--- src/rtl/adau_i2s_receiver.sv ---
// I2S receiver for the ADAU ADC path: synchronizes bclk/lrclk/sdata into clk, captures
// left/right samples and buffers stereo frames in a show-ahead FIFO. Option: ADAU_I2S_RX_FRAME_ERR_EN.
module adau_i2s_receiver #(
  parameter int WIDTH       = 24,
  parameter int SLOT_BITS   = 32,
  parameter int FIFO_DEPTH  = 4,
  parameter int SYNC_STAGES = 2
) (
  input  logic               clk,
  input  logic               reset_n,
  input  logic               enable_audio,
  input  logic               bclk,
  input  logic               lrclk,
  input  logic               sdata,
  output logic [2*WIDTH-1:0] audio_out,
  output logic               audio_out_valid,
  input  logic               audio_out_ready,
  output logic               overflow
`ifdef ADAU_I2S_RX_FRAME_ERR_EN
  ,
  output logic [15:0]        frame_err_cnt
`endif
);
  localparam int CW = $clog2(WIDTH + 1);
  localparam int AW = $clog2(FIFO_DEPTH);
  localparam logic [CW-1:0] CNT_FULL = CW'(WIDTH);
  localparam logic [CW-1:0] CNT_LAST = CW'(WIDTH - 1);

  if (WIDTH < 1 || WIDTH > 31 || SLOT_BITS <= WIDTH || FIFO_DEPTH < 2 ||
      (FIFO_DEPTH & (FIFO_DEPTH - 1)) != 0 || SYNC_STAGES < 2) begin : g_param_check
    $error("adau_i2s_receiver: illegal parameter combination");
  end

  typedef enum logic [1:0] {WAIT_LEFT, CAP_LEFT, CAP_RIGHT} state_t;

  // Input synchronizers: all three pins share the same depth so they stay aligned.
  logic [SYNC_STAGES-1:0][2:0] sync_q;
  logic bclk_s, lrclk_s, sdata_s, bclk_d, bclk_rise;

  always_ff @(posedge clk or negedge reset_n) begin
    if (!reset_n) begin
      sync_q <= '0;
      bclk_d <= 1'b0;
    end else begin
      // NOTE: clocked state always uses <=, so every flop samples the pre-edge values.
      sync_q <= {sync_q[SYNC_STAGES-2:0], {bclk, lrclk, sdata}};
      bclk_d <= bclk_s;
    end
  end

  assign {bclk_s, lrclk_s, sdata_s} = sync_q[SYNC_STAGES-1];
  assign bclk_rise = bclk_s & ~bclk_d;

  // Slot tracking: the first lrclk change after reset only arms edge detection.
  logic             lrclk_prev, lr_armed;
  logic             lr_edge, slot_start, data_bit, cnt_hit;
  logic [CW-1:0]    cnt;
  logic [WIDTH-1:0] shift, shift_next, left_hold;
  state_t           state, state_d;
  logic             push_req;

  assign lr_edge    = bclk_rise & (lrclk_s != lrclk_prev);
  assign slot_start = lr_edge & lr_armed;
  assign data_bit   = bclk_rise & ~lr_edge & (cnt < CNT_FULL);
  assign cnt_hit    = data_bit & (cnt == CNT_LAST);
  assign shift_next = WIDTH'({shift, sdata_s});

  always_ff @(posedge clk or negedge reset_n) begin
    if (!reset_n) begin
      lrclk_prev <= 1'b0;
      lr_armed   <= 1'b0;
      cnt        <= '0;
      shift      <= '0;
      left_hold  <= '0;
    end else if (bclk_rise) begin
      if (lr_edge) begin
        lrclk_prev <= lrclk_s;
        lr_armed   <= 1'b1;
      end
      if (slot_start) begin
        cnt <= '0;
      end else if (data_bit) begin
        shift <= shift_next;
        cnt   <= cnt + CW'(1);
      end
      if (cnt_hit && state == CAP_LEFT) left_hold <= shift_next;
    end
  end

  always_ff @(posedge clk or negedge reset_n) begin
    if (!reset_n) state <= WAIT_LEFT;
    else          state <= state_d;
  end

  always_comb begin
    // NOTE: defaults first so every path assigns every output and no latch is inferred.
    state_d  = state;
    push_req = 1'b0;
    case (state)
      WAIT_LEFT: if (slot_start && !lrclk_s) state_d = CAP_LEFT;
      CAP_LEFT:  if (slot_start) state_d = (cnt == CNT_FULL && lrclk_s) ? CAP_RIGHT : WAIT_LEFT;
      CAP_RIGHT: begin
        push_req = cnt_hit;
        if (slot_start) state_d = lrclk_s ? WAIT_LEFT : CAP_LEFT;
      end
      default:   state_d = WAIT_LEFT;
    endcase
    if (!enable_audio) begin
      state_d  = WAIT_LEFT;
      push_req = 1'b0;
    end
  end

  // Show-ahead FIFO with a registered head.
  logic [2*WIDTH-1:0] mem [FIFO_DEPTH];
  logic [AW-1:0]      wr_ptr, rd_ptr, rd_next;
  logic [AW:0]        count, count_after_pop;
  logic               pop, full, push_ok, drop;
  logic [2*WIDTH-1:0] push_data, head_d;

  assign push_data       = {left_hold, shift_next};
  assign audio_out_valid = (count != '0);
  assign pop             = audio_out_valid & audio_out_ready;
  assign full            = (count == (AW+1)'(FIFO_DEPTH));
  assign push_ok         = push_req & (~full | pop);
  assign drop            = push_req & full & ~pop;
  assign rd_next         = rd_ptr + AW'(pop);
  assign count_after_pop = count - (AW+1)'(pop);

  always_comb begin
    head_d = mem[rd_next];
    if (count_after_pop == '0) head_d = push_ok ? push_data : audio_out;
  end

  // NOTE: storage is not reset; count gates every read, so stale contents never reach audio_out.
  always_ff @(posedge clk) begin
    if (push_ok) mem[wr_ptr] <= push_data;
  end

  always_ff @(posedge clk or negedge reset_n) begin
    if (!reset_n) begin
      wr_ptr    <= '0;
      rd_ptr    <= '0;
      count     <= '0;
      audio_out <= '0;
      overflow  <= 1'b0;
    end else begin
      if (push_ok) wr_ptr <= wr_ptr + AW'(1);
      rd_ptr    <= rd_next;
      count     <= count_after_pop + (AW+1)'(push_ok);
      audio_out <= head_d;
      if (drop) overflow <= 1'b1;
    end
  end

`ifdef ADAU_I2S_RX_FRAME_ERR_EN
  // Slot length includes the delay bit; one increment per bad slot even if it is also short.
  localparam int LW = $clog2(SLOT_BITS + 1) + 1;
  logic [LW-1:0] slot_len;
  logic          slot_tracked, short_slot, len_err, err_inc;

  assign short_slot = slot_start & enable_audio & (state != WAIT_LEFT) & (cnt != CNT_FULL);
  assign len_err    = slot_start & slot_tracked & (slot_len != LW'(SLOT_BITS));
  assign err_inc    = short_slot | len_err | drop;

  always_ff @(posedge clk or negedge reset_n) begin
    if (!reset_n) begin
      slot_len      <= '0;
      slot_tracked  <= 1'b0;
      frame_err_cnt <= '0;
    end else begin
      if (slot_start) begin
        slot_len     <= LW'(1);
        slot_tracked <= 1'b1;
      end else if (bclk_rise && slot_len != '1) begin
        slot_len <= slot_len + LW'(1);
      end
      if (err_inc && frame_err_cnt != 16'hFFFF) frame_err_cnt <= frame_err_cnt + 16'd1;
    end
  end
`endif
endmodule

--- config.mk ---
export PLATFORM = sky130hd
export DESIGN_NAME = adau_i2s_receiver
export DESIGN_NICKNAME = d
export VERILOG_FILES = /design/src/rtl/adau_i2s_receiver.sv
export SDC_FILE = /design/constraint.sdc
export NUM_CORES = 1
export LEC_CHECK = 0
export ABC_AREA = 1
export CAP_MARGIN = 20
export CORE_ASPECT_RATIO = 1.1
export CORE_MARGIN = 3
export CORE_UTILIZATION = 50
export DETAILED_ROUTE_END_ITERATION = 12
export DONT_BUFFER_PORTS = 1
export PLACE_DENSITY_LB_ADDON = 0.2
export RECOVER_POWER = 50
export SLEW_MARGIN = 10
export SYNTH_ARGS = -nofsm -noshare
export SYNTH_HDL_FRONTEND = slang
export SYNTH_SLANG_ARGS = --single-unit
--- constraint.sdc ---
create_clock -name clk -period 7.6 [get_ports clk]
set_clock_uncertainty 0.2 [all_clocks]
set_input_delay 1.9 -clock clk [delete_from_list [all_inputs] [get_ports clk]]
set_output_delay 1.9 -clock clk [all_outputs]
set_load 0.03 [all_outputs]
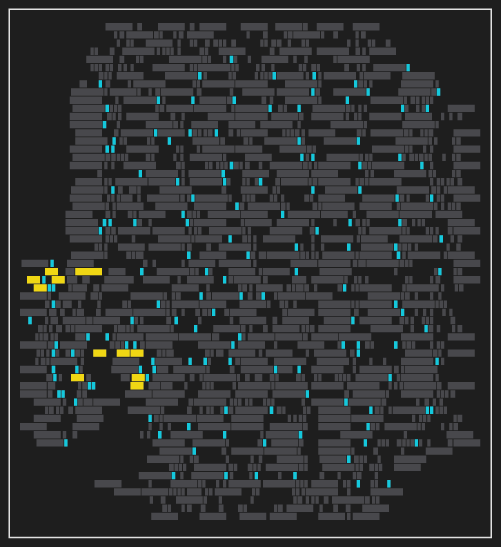
Fig. 1. Logic cells by family (run 1).
(3 px per um)
[inv cells] cyan | cells: 146 | where: spread over the die
[fa/ha/maj cells] yellow | cells: 11

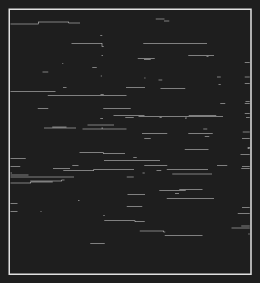
Fig. 2. Met3 routing (run 1).
(1.5 px per um)
nets with wire on the layer: 52
main direction: horizontal
wire length on this layer: 1140 um
share of all routed wire: 4.3%

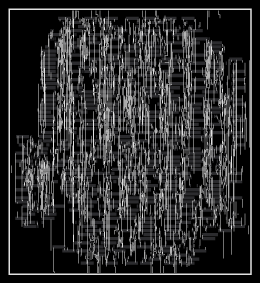
Fig. 3. Metal 2 (run 1).
(1.5 px per um)
nets with wire on the layer: 904
main direction: vertical
share of all routed wire: 49%
wire length on this layer: 13100 um
longest straight run: 76.2 um

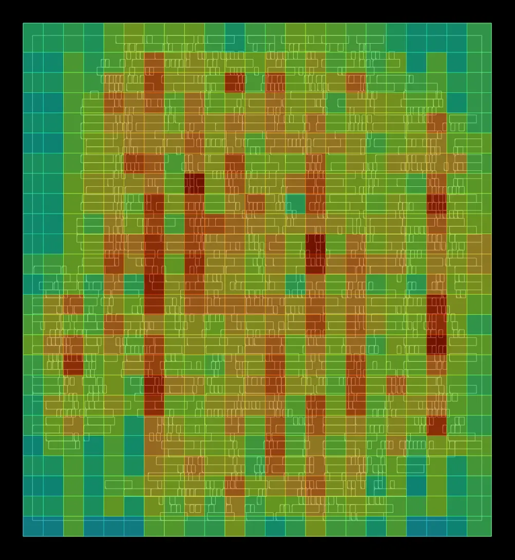
Fig. 4. Routing congestion (run 1).
drt wl/cell: 15.98 um
met2 usage: 33.00%

==> impl_metrics.csv, run 1 <==
group,metric,value,unit
synth,syn_area,13070,um^2
synth,yosysSeqAreaShare,66.88,%
drt,remaining_drc_errors,0,
pwr,vdd.ir_drop.worst,0.2975,mV
die,die_area,28120,um^2
worst_hold_path,min_path_type,"reg -> reg",
sta,period_needed,4.361,ns
setup_path,critPathLaunchType,"input pin",
clock_tree,cts_inserted_buffers,30,
outcome,violations,"capacitance limit, slew limit",
clock_tree,clkSinkCount,311,
finish,final_core_util,56.16,%
finish,final_cell_mix,"nand2_1, edfxtp_1, o21ai_0, inv_1, dfrtp_1",
placement,gp_congestion,0.7815,
die,coreArea,25490,um^2
synth,mux_share,0,%
setup_path,cp-end-kind,"flop",
finish,final_area,14320,um^2
finish,n_antenna_cell,0,
sta,rsz0062_at_grt,"false",
run,drv_cap,1,
global_routing,grt_pass1_vias,8156,
finish,fillers,2193,
synth,adder_share,1.053,%
pwr,p_clk,1.47,mW
placement,hpwl,15100,um
synth,flop_cell,"edfxtp_1",
synth,xor_share,0.4020,%
outcome,status,"finished with violations",
global_routing,grt_pass1_wl,43280,um
finish,clkCellAreaFrac,6.939,%
finish,seq_cells,311,
worst_hold_path,min_from,"sync_q[0]",
setup_path,path_cells,"nand2_1 > nor2_1 > nand4_4 > nor2_4 > buf_4",
sta,tns,0,ns
synth,synth_cells,1321,
setup_path,endpoint,"mem[1][30]",
synth,synthTopCellsByCount,"nand2_1, edfxtp_1, o21ai_0",
clock_tree,cts-resized-gates,0,
pwr,seq_power_share,43.6,%
drt,dr.pass1.iters,5,
sta,drv_slew,50,
drt,wl,26650,um
==> run 2: changes to the inputs <==
- clock period: 7.6 -> 4 ns (I/O delays scaled with it)
==> impl_metrics.csv, run 2 <==
group,metric,value,unit
outcome,status,"finished with violations",
outcome,violations,"capacitance limit, slew limit",
synth,flop_cell,"edfxtp_1",
finish,final_core_util,57.16,%
finish,clkCellAreaFrac,7.488,%
setup_path,path_cells,"inv_2 > nand2_1 > nand2_2 > nor2_1 > nand2_1 > clkbuf_1 > nand2_1 > o21ai_0",
synth,syn_area,13070,um^2
die,coreArea,25490,um^2
finish,seq_cells,311,
run,drv_cap,2,
sta,drv_slew,170,
finish,final_cell_mix,"nand2_1, edfxtp_1, o21ai_0, inv_1, dfrtp_1",
synth,mux_share,0,%
finish,final_area,14570,um^2
finish,fillers,2185,
drt,wl,27190,um
synth,adder_share,1.053,%
placement,gp_congestion,0.7690,
synth,yosysSeqAreaShare,66.88,%
placement,hpwl,14890,um
drt,wire_per_inst,16.23,um
clock_tree,clkSinkCount,311,
worst_hold_path,min_from,"sync_q[0]",
synth,xor_share,0.4020,%
worst_hold_path,min_path_type,"reg -> reg",
sta,period_needed,2.990,ns
sta,tns,0,ns
finish,n_antenna_cell,0,
pwr,p_clk,3.03,mW
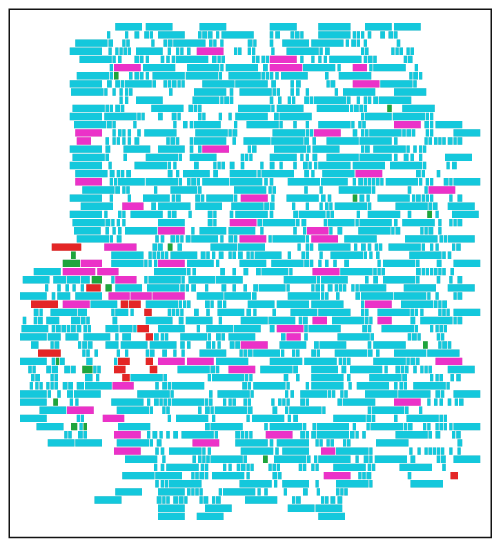
Fig. 5. Sizing map (run 2).
(3 px per um)
[x3 and x4] red | cells: 15 | share: 1.1%
[x2] green | cells: 16 | share: 1.2%
[x6 and larger] magenta | cells: 52 | share: 3.9%
[x1 and smaller] cyan | cells: 1246 | share: 94%

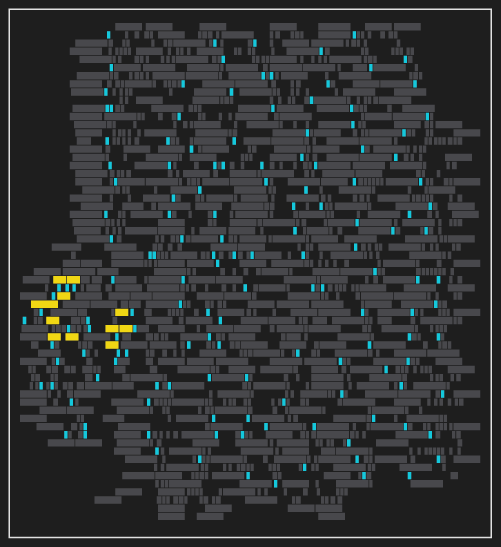
Fig. 6. Logic cells by family (run 2).
(3 px per um)
[fa/ha/maj cells] yellow | cells: 11 | where: left middle
[inv cells] cyan | cells: 146 | where: spread over the die

No activity file was given, so power comes from the tool's default toggle rates.
